## src/rtl/multi_alarm_clk_if.sv

```systemverilog
// Control and status bundle between the time-setting/buzzer logic (master)
// and the multi-alarm real-time clock (slave).
interface multi_alarm_clk_if #(
    parameter int NUM_ALARMS = 4,
    parameter int SEL_W      = (NUM_ALARMS > 1) ? $clog2(NUM_ALARMS) : 1
);
    logic                  LoadTime;
    logic                  Set_AM_PM;
    logic [5:0]            SetSecs;
    logic [5:0]            SetMins;
    logic [4:0]            SetHours;
    logic                  LoadAlm;
    logic [SEL_W-1:0]      AlmSel;
    logic [5:0]            AlarmMinsIn;
    logic [4:0]            AlarmHoursIn;
    logic                  Alarm_AM_PM_In;
    logic [NUM_ALARMS-1:0] AlarmEnable;
    logic                  Snooze;
    logic                  AlarmStop;
    logic [5:0]            Secs_C;
    logic [5:0]            Mins_C;
    logic [4:0]            Hours_C;
    logic                  AM_PM;
    logic                  Alarm;
    logic [SEL_W-1:0]      AlarmId;

    modport master (
        output LoadTime, Set_AM_PM, SetSecs, SetMins, SetHours,
        output LoadAlm, AlmSel, AlarmMinsIn, AlarmHoursIn, Alarm_AM_PM_In,
        output AlarmEnable, Snooze, AlarmStop,
        input  Secs_C, Mins_C, Hours_C, AM_PM, Alarm, AlarmId
    );

    modport slave (
        input  LoadTime, Set_AM_PM, SetSecs, SetMins, SetHours,
        input  LoadAlm, AlmSel, AlarmMinsIn, AlarmHoursIn, Alarm_AM_PM_In,
        input  AlarmEnable, Snooze, AlarmStop,
        output Secs_C, Mins_C, Hours_C, AM_PM, Alarm, AlarmId
    );
endinterface

```

## src/rtl/multi_alarm_clk.sv

```systemverilog
// 12h/24h real-time clock on a 1 Hz clock with NUM_ALARMS alarm slots,
// a shared buzzer output, snooze and automatic ring timeout.
module multi_alarm_clk #(
    parameter int NUM_ALARMS  = 4,
    parameter int MODE_24H    = 0,
    parameter int RING_SECS   = 60,
    parameter int SNOOZE_MINS = 9
) (
    input  logic              Clock_1Sec,
    input  logic              Reset,
    multi_alarm_clk_if.slave  bus
);
    localparam int          SEL_W       = (NUM_ALARMS > 1) ? $clog2(NUM_ALARMS) : 1;
    localparam logic [4:0]  RESET_HOURS = (MODE_24H != 0) ? 5'd0 : 5'd12;
    localparam logic [7:0]  RING_LOAD   = 8'(RING_SECS - 1);
    localparam logic [11:0] SNOOZE_LOAD = 12'(SNOOZE_MINS * 60 - 1);

    typedef enum logic [1:0] {IDLE, RINGING, SNOOZED} state_t;

    state_t           state;
    logic [7:0]       ring_cnt;
    logic [11:0]      snooze_cnt;
    logic             alarm;
    logic [SEL_W-1:0] alarm_id;

    logic [5:0] secs, mins;
    logic [4:0] hours;
    logic       pm;

    logic [5:0] alm_mins  [NUM_ALARMS];
    logic [4:0] alm_hours [NUM_ALARMS];
    logic       alm_pm    [NUM_ALARMS];

    logic [5:0]       next_secs, next_mins;
    logic [4:0]       next_hours;
    logic             next_pm;
    logic             time_ok, alm_ok, owner_hit;
    logic             match_found;
    logic [SEL_W-1:0] match_id;

    function automatic logic hours_valid(input logic [4:0] h);
        if (MODE_24H != 0) return h <= 5'd23;
        return (h >= 5'd1) && (h <= 5'd12);
    endfunction

    assign time_ok = bus.LoadTime && (bus.SetSecs <= 6'd59) && (bus.SetMins <= 6'd59)
                     && hours_valid(bus.SetHours);
    assign alm_ok  = bus.LoadAlm && (bus.AlarmMinsIn <= 6'd59) && hours_valid(bus.AlarmHoursIn)
                     && (32'(bus.AlmSel) < NUM_ALARMS);
    assign owner_hit = alm_ok && (bus.AlmSel == alarm_id);

    // The time the display will show after this edge if counting.
    always_comb begin
        // NOTE: every output gets a default first so no path leaves it unassigned (no latch).
        next_secs  = secs + 6'd1;
        next_mins  = mins;
        next_hours = hours;
        next_pm    = pm;
        if (secs == 6'd59) begin
            next_secs = 6'd0;
            next_mins = mins + 6'd1;
            if (mins == 6'd59) begin
                next_mins = 6'd0;
                if (MODE_24H != 0) begin
                    next_hours = (hours == 5'd23) ? 5'd0 : hours + 5'd1;
                end else if (hours == 5'd12) begin
                    next_hours = 5'd1;
                end else begin
                    next_hours = hours + 5'd1;
                    if (hours == 5'd11) next_pm = ~pm;
                end
            end
        end
    end

    // Scan from the top down so the lowest matching slot is the one kept.
    always_comb begin
        match_found = 1'b0;
        match_id    = '0;
        for (int i = NUM_ALARMS - 1; i >= 0; i--) begin
            if (bus.AlarmEnable[i] && (next_secs == 6'd0) && (next_mins == alm_mins[i])
                && (next_hours == alm_hours[i]) && ((MODE_24H != 0) || (next_pm == alm_pm[i]))) begin
                match_found = 1'b1;
                match_id    = SEL_W'(i);
            end
        end
    end

    always_ff @(posedge Clock_1Sec or negedge Reset) begin
        // NOTE: state registers use non-blocking assignments so all flops update together.
        if (!Reset) begin
            secs  <= 6'd0;
            mins  <= 6'd0;
            hours <= RESET_HOURS;
            pm    <= 1'b0;
        end else if (time_ok) begin
            secs  <= bus.SetSecs;
            mins  <= bus.SetMins;
            hours <= bus.SetHours;
            pm    <= (MODE_24H != 0) ? 1'b0 : bus.Set_AM_PM;
        end else begin
            secs  <= next_secs;
            mins  <= next_mins;
            hours <= next_hours;
            pm    <= next_pm;
        end
    end

    // NOTE: the slot array must read 12:00 AM after reset, so it is built from resettable flops, not RAM.
    always_ff @(posedge Clock_1Sec or negedge Reset) begin
        if (!Reset) begin
            for (int i = 0; i < NUM_ALARMS; i++) begin
                alm_mins[i]  <= 6'd0;
                alm_hours[i] <= RESET_HOURS;
                alm_pm[i]    <= 1'b0;
            end
        end else if (alm_ok) begin
            alm_mins[bus.AlmSel]  <= bus.AlarmMinsIn;
            alm_hours[bus.AlmSel] <= bus.AlarmHoursIn;
            alm_pm[bus.AlmSel]    <= (MODE_24H != 0) ? 1'b0 : bus.Alarm_AM_PM_In;
        end
    end

    always_ff @(posedge Clock_1Sec or negedge Reset) begin
        if (!Reset) begin
            state      <= IDLE;
            alarm      <= 1'b0;
            alarm_id   <= '0;
            ring_cnt   <= 8'd0;
            snooze_cnt <= 12'd0;
        end else begin
            case (state)
                IDLE: begin
                    if (match_found && !bus.LoadTime) begin
                        state    <= RINGING;
                        alarm    <= 1'b1;
                        alarm_id <= match_id;
                        ring_cnt <= RING_LOAD;
                    end
                end
                RINGING, SNOOZED: begin
                    // Dismissal sources outrank snooze and the countdowns.
                    if (owner_hit || !bus.AlarmEnable[alarm_id] || bus.AlarmStop) begin
                        state <= IDLE;
                        alarm <= 1'b0;
                    end else if (state == RINGING) begin
                        if (bus.Snooze) begin
                            state      <= SNOOZED;
                            alarm      <= 1'b0;
                            snooze_cnt <= SNOOZE_LOAD;
                        end else if (ring_cnt == 8'd0) begin
                            state <= IDLE;
                            alarm <= 1'b0;
                        end else begin
                            ring_cnt <= ring_cnt - 8'd1;
                        end
                    end else if (snooze_cnt == 12'd0) begin
                        state    <= RINGING;
                        alarm    <= 1'b1;
                        ring_cnt <= RING_LOAD;
                    end else begin
                        snooze_cnt <= snooze_cnt - 12'd1;
                    end
                end
                default: begin
                    state <= IDLE;
                    alarm <= 1'b0;
                end
            endcase
        end
    end

    assign bus.Secs_C  = secs;
    assign bus.Mins_C  = mins;
    assign bus.Hours_C = hours;
    assign bus.AM_PM   = pm;
    assign bus.Alarm   = alarm;
    assign bus.AlarmId = alarm_id;
endmodule

```

## src/flat_wrapper.sv

```systemverilog
// flat-port wrapper written by rule: the top's interface ports become plain ports
module multi_alarm_clk_flat 
#(
    parameter int NUM_ALARMS  = 4,
    parameter int MODE_24H    = 0,
    parameter int RING_SECS   = 60,
    parameter int SNOOZE_MINS = 9
)
  (Clock_1Sec, Reset, bus_LoadTime, bus_Set_AM_PM, bus_SetSecs, bus_SetMins, bus_SetHours, bus_LoadAlm, bus_AlmSel, bus_AlarmMinsIn, bus_AlarmHoursIn, bus_Alarm_AM_PM_In, bus_AlarmEnable, bus_Snooze, bus_AlarmStop, bus_Secs_C, bus_Mins_C, bus_Hours_C, bus_AM_PM, bus_Alarm, bus_AlarmId);
  multi_alarm_clk_if #(.NUM_ALARMS(NUM_ALARMS)) bus_i ();
  input  logic Clock_1Sec;
  input  logic Reset;
  input wire logic [$bits(bus_i.LoadTime)-1:0] bus_LoadTime;
  input wire logic [$bits(bus_i.Set_AM_PM)-1:0] bus_Set_AM_PM;
  input wire logic [$bits(bus_i.SetSecs)-1:0] bus_SetSecs;
  input wire logic [$bits(bus_i.SetMins)-1:0] bus_SetMins;
  input wire logic [$bits(bus_i.SetHours)-1:0] bus_SetHours;
  input wire logic [$bits(bus_i.LoadAlm)-1:0] bus_LoadAlm;
  input wire logic [$bits(bus_i.AlmSel)-1:0] bus_AlmSel;
  input wire logic [$bits(bus_i.AlarmMinsIn)-1:0] bus_AlarmMinsIn;
  input wire logic [$bits(bus_i.AlarmHoursIn)-1:0] bus_AlarmHoursIn;
  input wire logic [$bits(bus_i.Alarm_AM_PM_In)-1:0] bus_Alarm_AM_PM_In;
  input wire logic [$bits(bus_i.AlarmEnable)-1:0] bus_AlarmEnable;
  input wire logic [$bits(bus_i.Snooze)-1:0] bus_Snooze;
  input wire logic [$bits(bus_i.AlarmStop)-1:0] bus_AlarmStop;
  output wire logic [$bits(bus_i.Secs_C)-1:0] bus_Secs_C;
  output wire logic [$bits(bus_i.Mins_C)-1:0] bus_Mins_C;
  output wire logic [$bits(bus_i.Hours_C)-1:0] bus_Hours_C;
  output wire logic [$bits(bus_i.AM_PM)-1:0] bus_AM_PM;
  output wire logic [$bits(bus_i.Alarm)-1:0] bus_Alarm;
  output wire logic [$bits(bus_i.AlarmId)-1:0] bus_AlarmId;
  assign bus_i.LoadTime = bus_LoadTime;
  assign bus_i.Set_AM_PM = bus_Set_AM_PM;
  assign bus_i.SetSecs = bus_SetSecs;
  assign bus_i.SetMins = bus_SetMins;
  assign bus_i.SetHours = bus_SetHours;
  assign bus_i.LoadAlm = bus_LoadAlm;
  assign bus_i.AlmSel = bus_AlmSel;
  assign bus_i.AlarmMinsIn = bus_AlarmMinsIn;
  assign bus_i.AlarmHoursIn = bus_AlarmHoursIn;
  assign bus_i.Alarm_AM_PM_In = bus_Alarm_AM_PM_In;
  assign bus_i.AlarmEnable = bus_AlarmEnable;
  assign bus_i.Snooze = bus_Snooze;
  assign bus_i.AlarmStop = bus_AlarmStop;
  assign bus_Secs_C = bus_i.Secs_C;
  assign bus_Mins_C = bus_i.Mins_C;
  assign bus_Hours_C = bus_i.Hours_C;
  assign bus_AM_PM = bus_i.AM_PM;
  assign bus_Alarm = bus_i.Alarm;
  assign bus_AlarmId = bus_i.AlarmId;
  multi_alarm_clk #(.NUM_ALARMS(NUM_ALARMS), .MODE_24H(MODE_24H), .RING_SECS(RING_SECS), .SNOOZE_MINS(SNOOZE_MINS)) u_core (.Clock_1Sec(Clock_1Sec), .Reset(Reset), .bus(bus_i));
endmodule
```

## config.mk

```make
export PLATFORM = sky130hd
export DESIGN_NAME = multi_alarm_clk_flat
export DESIGN_NICKNAME = d
export VERILOG_FILES = /design/src/rtl/multi_alarm_clk_if.sv /design/src/rtl/multi_alarm_clk.sv /design/src/flat_wrapper.sv
export SDC_FILE = /design/constraint.sdc
export NUM_CORES = 1
export LEC_CHECK = 0
export CORE_UTILIZATION = 40
export CTS_BUF_LIST = sky130_fd_sc_hd__clkbuf_8
export DETAILED_ROUTE_END_ITERATION = 10
export SYNTH_ARGS = -nofsm -noshare
export SYNTH_HDL_FRONTEND = slang
export SYNTH_SLANG_ARGS = --single-unit
```

## constraint.sdc

```tcl
create_clock -name Clock_1Sec -period 8.1 [get_ports Clock_1Sec]
set_input_delay 1.62 -clock Clock_1Sec [delete_from_list [all_inputs] [get_ports Clock_1Sec]]
set_output_delay 1.62 -clock Clock_1Sec [all_outputs]
set_load 0.005 [all_outputs]
```

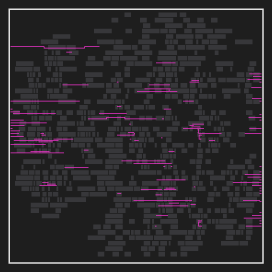
*Metal 3, run 1*
(2 px per µm)
The longest straight run is 34.3 µm. The layer carries 736 µm of wire. The layer holds 4.3% of the routed length. 87 nets have wire on it. The wires run mostly horizontal.

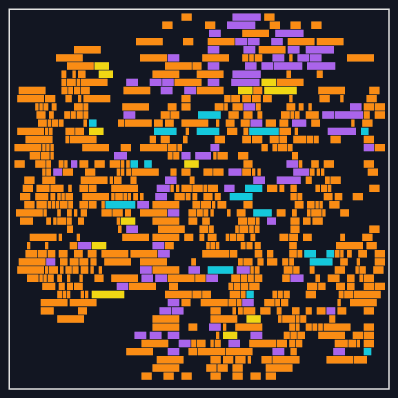
*Drive-strength map, run 1*
(3 px per µm)
x3 and x4: drawn in cyan, cells 18. x2: drawn in purple, cells 83. x6 and larger: drawn in yellow, cells 12. x1 and smaller: drawn in orange, cells 551.

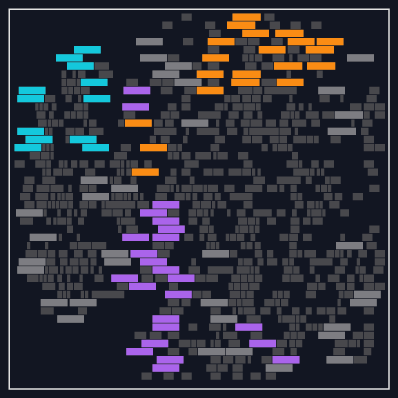
*Sequential cells coloured by netlist name, run 1*
(3 px per µm) Other sequential cells in the stronger grey, the rest of the logic in the fainter grey.
u_core.alm_mins: drawn in purple, sequential cells 24. u_core.alm_hours: drawn in orange, sequential cells 20. u_core.snooze_cnt: drawn in cyan, sequential cells 12, where top left.
Another 34 sequential cells are not coloured.

==> impl_metrics.tcl, run 1 <==
# place-and-route summary
set metrics [dict create \
    hold_path.class "flip-flop to flip-flop" \
    yosysCellCount 611 \
    min_period_ps 4220 \
    grt_pass1_wl_mm 27.3 \
    route.met2.wl_mm 8.13 \
    die_w_um 126 \
    topRoutingLayerUsed "met4" \
    grt_overflow 0 \
    holdPathEnd "u_core.ring_cnt[1]$_DFFE_PN0P_" \
    ant_nets 0 \
    dieArea_um2 15900 \
    p_leak_nw 2.80 \
    ir_drop_mv 0.0809 \
    post_cts_resized 0 \
    ys_sh_mux 0.139 \
    ctsRootBufferMaster "clkbuf_8" \
    max_cap_violations 0 \
    htreeDepth 3 \
    drtIter0Drc 268 \
    wl_mm 17.2 \
    rrSetupSlack_ps 3880 \
    postSynthCellCount 611 \
    synth_top_cell_by_count "dfrtp_1" \
    n_antenna_cell 0 \
    synth_cell_types 86 \
    layout_top_cell "dfrtp_1" \
    wl_per_cell_um 20.2 \
    switchingPower_uw 622 \
    finalInstanceArea_um2 7140 \
    regMostFlops "u_core.alm_mins" \
    crit_path_max_fanout 15 \
    grt.total_usage 0.224 \
    path_clk_slew_ps 100 \
    flop_cell "dfrtp_1" \
    pin_count 63 \
    clk_latency_ps 380 \
    clockPowerShare 0.212 \
    synthTopCellsByCount "80 x dfrtp_1, 54 x mux2_2, 39 x nor2_1, 39 x xnor2_1, 31 x nand2_1" \
    status "completed" \
    cts.sinks 90 \
    adder_share 0.0244 \
    hold_viol 0 \
    rr_endpoint "u_core.ring_cnt[1]$_DFFE_PN0P_" \
    gp_congestion 0.942 \
    drc 0 \
    yosysWarnings 0 \
    sw_frac_of_total 0.378 \
    finalClockPeriodUsage 0.522 \
    intPower_mw 1.02 \
    busiest_layer "met2" \
    grt_util_met2 0.362 \
    largest_registers "u_core.alm_mins: 24 flops, u_core.alm_hours: 20 flops, u_core.snooze_cnt: 12 flops" \
    setup.worst_path.start_class "flip-flop" \
    fin_tns_setup_ps 0 \
    met3_length_um 735 \
    grt_pass1_vias 4874 \
    critical_path.endpoint "u_core.ring_cnt[1]$_DFFE_PN0P_" \
    vias 5070 \
    hpwl_mm 13.1 \
    most-common-layout-cells "80 x dfrtp_1, 61 x clkdlybuf4s50_1, 54 x mux2_2" \
    antenna_found_initial 0 \
    cts_hold_buffers 0 \
    synth-edff-count 0 \
    holdPathStages 1 \
    met3_usage 0.0353 \
    skew_ps 15.0 \
    dpl_cell_area_um2 6920 \
    total_power_mw 1.65 \
    cts_setup_buffers 0 \
    fp_util 0.407 \
    grt_use_met1 0.301 \
    syn_area_um2 6160 \
    crit_required_ps 8360 \
    setup_slack_ps 3880 \
    startpoint "u_core.bus.Secs_C[3]$_DFF_PN0_" \
    warning_count 32 \
    largest_reg_flops 24 \
    power.combinational.fraction 0.357 \
    avgSynthCellArea_um2 10.1 \
    first_pass_iters 5 \
    synthesis.nets 665 \
    worst-r2r-cell-count 9 \
    top_area_frac 0.325 \
    area_leaders "dfrtp_1 32%, mux2_2 9.9%, xnor2_1 5.5%" \
    yosysTopAreaCell "dfrtp_1" \
    cts_tree "done" \
    worst_pin_slew_ps 1180 \
    nNetsFinal 713 \
    setup_violations 0 \
    post-place-cells 836 \
    async_flop_share 1.00 \
    arrival_ps 4490 \
    die_y_um 126 \
    place_ws_ps 3510 \
    holdWs_ps 488 \
    power_density_nw_per_um2 230 \
    fmax_mhz 237 \
    vias_per_cell 5.95 \
    fp.coreArea_um2 15100 \
    relSlewSlack 0.213 \
    grt_max_degree 51 \
    port_buffers 62 \
    ys_seq_frac 0.368 \
    fin_cells 852 \
    rsz0062_at_grt "false" \
    min_from "u_core.ring_cnt[1]$_DFFE_PN0P_" \
    final_util 0.471 \
    drive_gt1_frac 0.170 \
    endpoint_kind "flip-flop" \
    xor_share 0.0768 \
    criticalPathCategory "flip-flop to flip-flop" \
    synth.logic.top_family "simple AND/OR/NAND/NOR gates" \
    num_rows 45 \
    numCtsBuffers 9 \
    area_delta_synth_final_pct 15.9 \
    ys_sh_simple 0.198 \
    synth.cellmix.compoundShare 0.155 \
    finalMaxSlewViolations 0 \
    p_seq_frac 0.431 \
    synth_flops 90 \
    cts_buffer_depth 2 \
    yosys_area_um2 6160 \
    r2r_start "u_core.bus.Secs_C[3]$_DFF_PN0_" \
    wl_met1_mm 7.94 \
]
## run 1: critical path: stages (launching register included)
cell     delay [ps]
dfrtp_1         650
nand3_1         530
nor2_1          590
mux2i_1         380
xor2_1          200
or4b_1          540
nor4_4          420
o41ai_4         190
a21oi_2         260
mux2_1          340
## run 1: final cells by class
class	count	area, µm²
fill	1419	8010
sequential	90	2260
inverter	29	109
tap	188	235
multi-input combinational	463	3660
clock inverter	6	82.6
clock buffer	10	138
timing repair buffer	66	648
## run 1: power by group through the flow
stage	Sequential (mW)	Combinational, mW	Clock, mW
after floorplan	0.630	0.451	0
after global placement	0.711	0.577	0
after detailed placement	0.716	0.583	0
after CTS	0.707	0.586	0.359
after global routing	0.727	0.635	0.373
final	0.709	0.587	0.349
### Cell outlines without signal wires, run 1

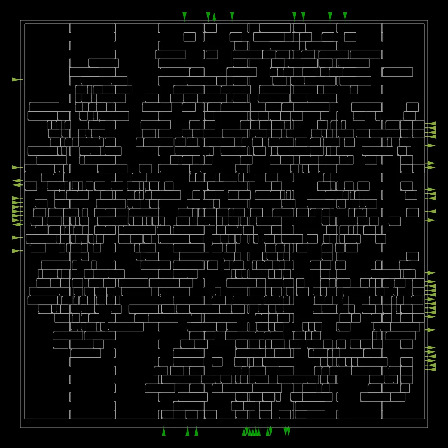

==> inputs of run 2 (changes only) <==
clock period = 4.3 ns   (was 8.1 ns; I/O delays follow)
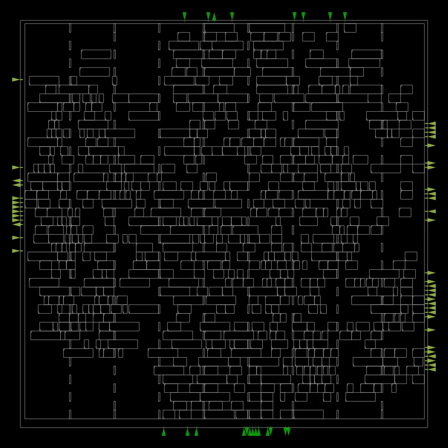
*Cell outlines without signal wires, run 2*
Std-Cell Rows: 45
flip-flops: 90

==> run 2 against run 1 <==
Net effect:
- register-to-register slack got worse by 3600 ps
- largest power group unchanged
- total power up 86%
- setup slack got worse by 3600 ps
- area after synthesis unchanged
==> impl_metrics.tcl, run 2 <==
# place-and-route summary
set metrics [dict create \
    setup.worst_path.start_class "flip-flop" \
    max_cap_violations 0 \
    grt.total_usage 0.231 \
    flop_cell "dfrtp_1" \
    met3_usage 0.0404 \
    setup_violations 0 \
    adder_share 0.0244 \
    grt_overflow 0 \
    ctsRootBufferMaster "clkbuf_8" \
    cts_hold_buffers 0 \
    route.met2.wl_mm 8.32 \
    htreeDepth 3 \
    drtIter0Drc 329 \
    crit_path_max_fanout 11 \
    fin_cells 866 \
    criticalPathCategory "flip-flop to flip-flop" \
    clk_latency_ps 370 \
    top_area_frac 0.325 \
    synthesis.nets 665 \
    met3_length_um 806 \
    wl_mm 17.8 \
    largest_registers "u_core.alm_mins: 24 flops, u_core.alm_hours: 20 flops, u_core.snooze_cnt: 12 flops" \
    grt_util_met2 0.376 \
    cp_num_buf_inv 1 \
    status "completed" \
    dieArea_um2 15900 \
    grt_use_met1 0.302 \
    holdWs_ps 434 \
    vias 5097 \
    cts.sinks 90 \
    area_leaders "dfrtp_1 32%, mux2_2 9.9%, xnor2_1 5.5%" \
    synth_top_cell_by_count "dfrtp_1" \
    numCtsBuffers 9 \
    fin_tns_setup_ps 0 \
    grt_pass1_vias 5102 \
    post_cts_resized 0 \
    startpoint "u_core.bus.Secs_C[0]$_DFF_PN0_" \
    min_period_ps 4000 \
    wl_met1_mm 8.08 \
    busiest_layer "met2" \
    synth_flops 90 \
    post-place-cells 850 \
    arrival_ps 4260 \
    finalClockPeriodUsage 0.931 \
    warning_count 32 \
    worst-r2r-cell-count 11 \
    die_y_um 126 \
    postSynthCellCount 611 \
    rsz0062_at_grt "false" \
    synth-edff-count 0 \
    ir_drop_mv 0.143 \
    most-common-layout-cells "80 x dfrtp_1, 61 x clkdlybuf4s50_1, 54 x mux2_2" \
    path_clk_slew_ps 90 \
    yosysTopAreaCell "dfrtp_1" \
    grt_pass1_wl_mm 28.2 \
    yosysWarnings 0 \
    power_density_nw_per_um2 423 \
    synthTopCellsByCount "80 x dfrtp_1, 54 x mux2_2, 39 x nor2_1, 39 x xnor2_1, 31 x nand2_1" \
    p_leak_nw 2.85 \
    drive_gt1_frac 0.187 \
    worst_pin_slew_ps 781 \
    fp_util 0.407 \
    synth_cell_types 86 \
    path_cells "ha_1, nand4_4, buf_4, nor4_4, mux2i_1, o22ai_1, a211o_1, nor4_2, o41ai_4, a21oi_2, mux2_1" \
    relSlewSlack 0.479 \
    pin_count 63 \
    n_antenna_cell 0 \
    cts_setup_buffers 0 \
    synth.cellmix.compoundShare 0.155 \
    topRoutingLayerUsed "met4" \
    ys_seq_frac 0.368 \
    endpoint_kind "flip-flop" \
    cp_slowest_cell "nor4_2" \
    cts_tree "done" \
    die_w_um 126 \
    r2r_start "u_core.bus.Secs_C[0]$_DFF_PN0_" \
    antenna_found_initial 0 \
    critical_path.endpoint "u_core.ring_cnt[0]$_DFFE_PN0P_" \
    gp_congestion 0.941 \
    rr_endpoint "u_core.ring_cnt[0]$_DFFE_PN0P_" \
    critical-path-top-delay-family "simple AND/OR/NAND/NOR gates" \
    synth.logic.top_family "simple AND/OR/NAND/NOR gates" \
    drc 0 \
    skew_ps 11.4 \
    xor_share 0.0768 \
    cts_buffer_depth 2 \
    syn_area_um2 6160 \
    port_buffers 62 \
    regMostFlops "u_core.alm_mins" \
    hold_path.class "primary input to async pin" \
    avgSynthCellArea_um2 10.1 \
    nNetsFinal 727 \
    finalMaxSlewViolations 0 \
    ys_sh_mux 0.139 \
    fp.coreArea_um2 15100 \
    async_flop_share 1.00 \
    ys_sh_simple 0.198 \
    yosys_area_um2 6160 \
    slowest_delay_ps 520 \
]
## run 2: power by group
part	internal, mW	switching, mW	leakage, nW
clock	0.263	0.304	0.0976
combinational	0.584	0.590	1.65
sequential	1.03	0.281	1.10
## run 2: per-stage QoR
step	area, µm²	utilization	setup slack (ps)
6_report	7210	0.476	297
5_1_grt	7210	0.476	73.6
4_1_cts	7210	0.476	275
3_5_place_dp	7020	0.464	309
3_3_place_gp	7020	0.464	399
2_1_floorplan	6160	-	931
## run 2: layout make-up
cell class                      instances  area [µm²]
Sequential cell                        90        2260
Inverter                               29         109
Clock inverter                          7        62.6
Tap cell                              188         235
Timing Repair Buffer                   80         753
Clock buffer                            9         124
Fill cell                            1418        7940
Multi-Input combinational cell        463        3660
No activity file was given, so power comes from the tool's default toggle rates.
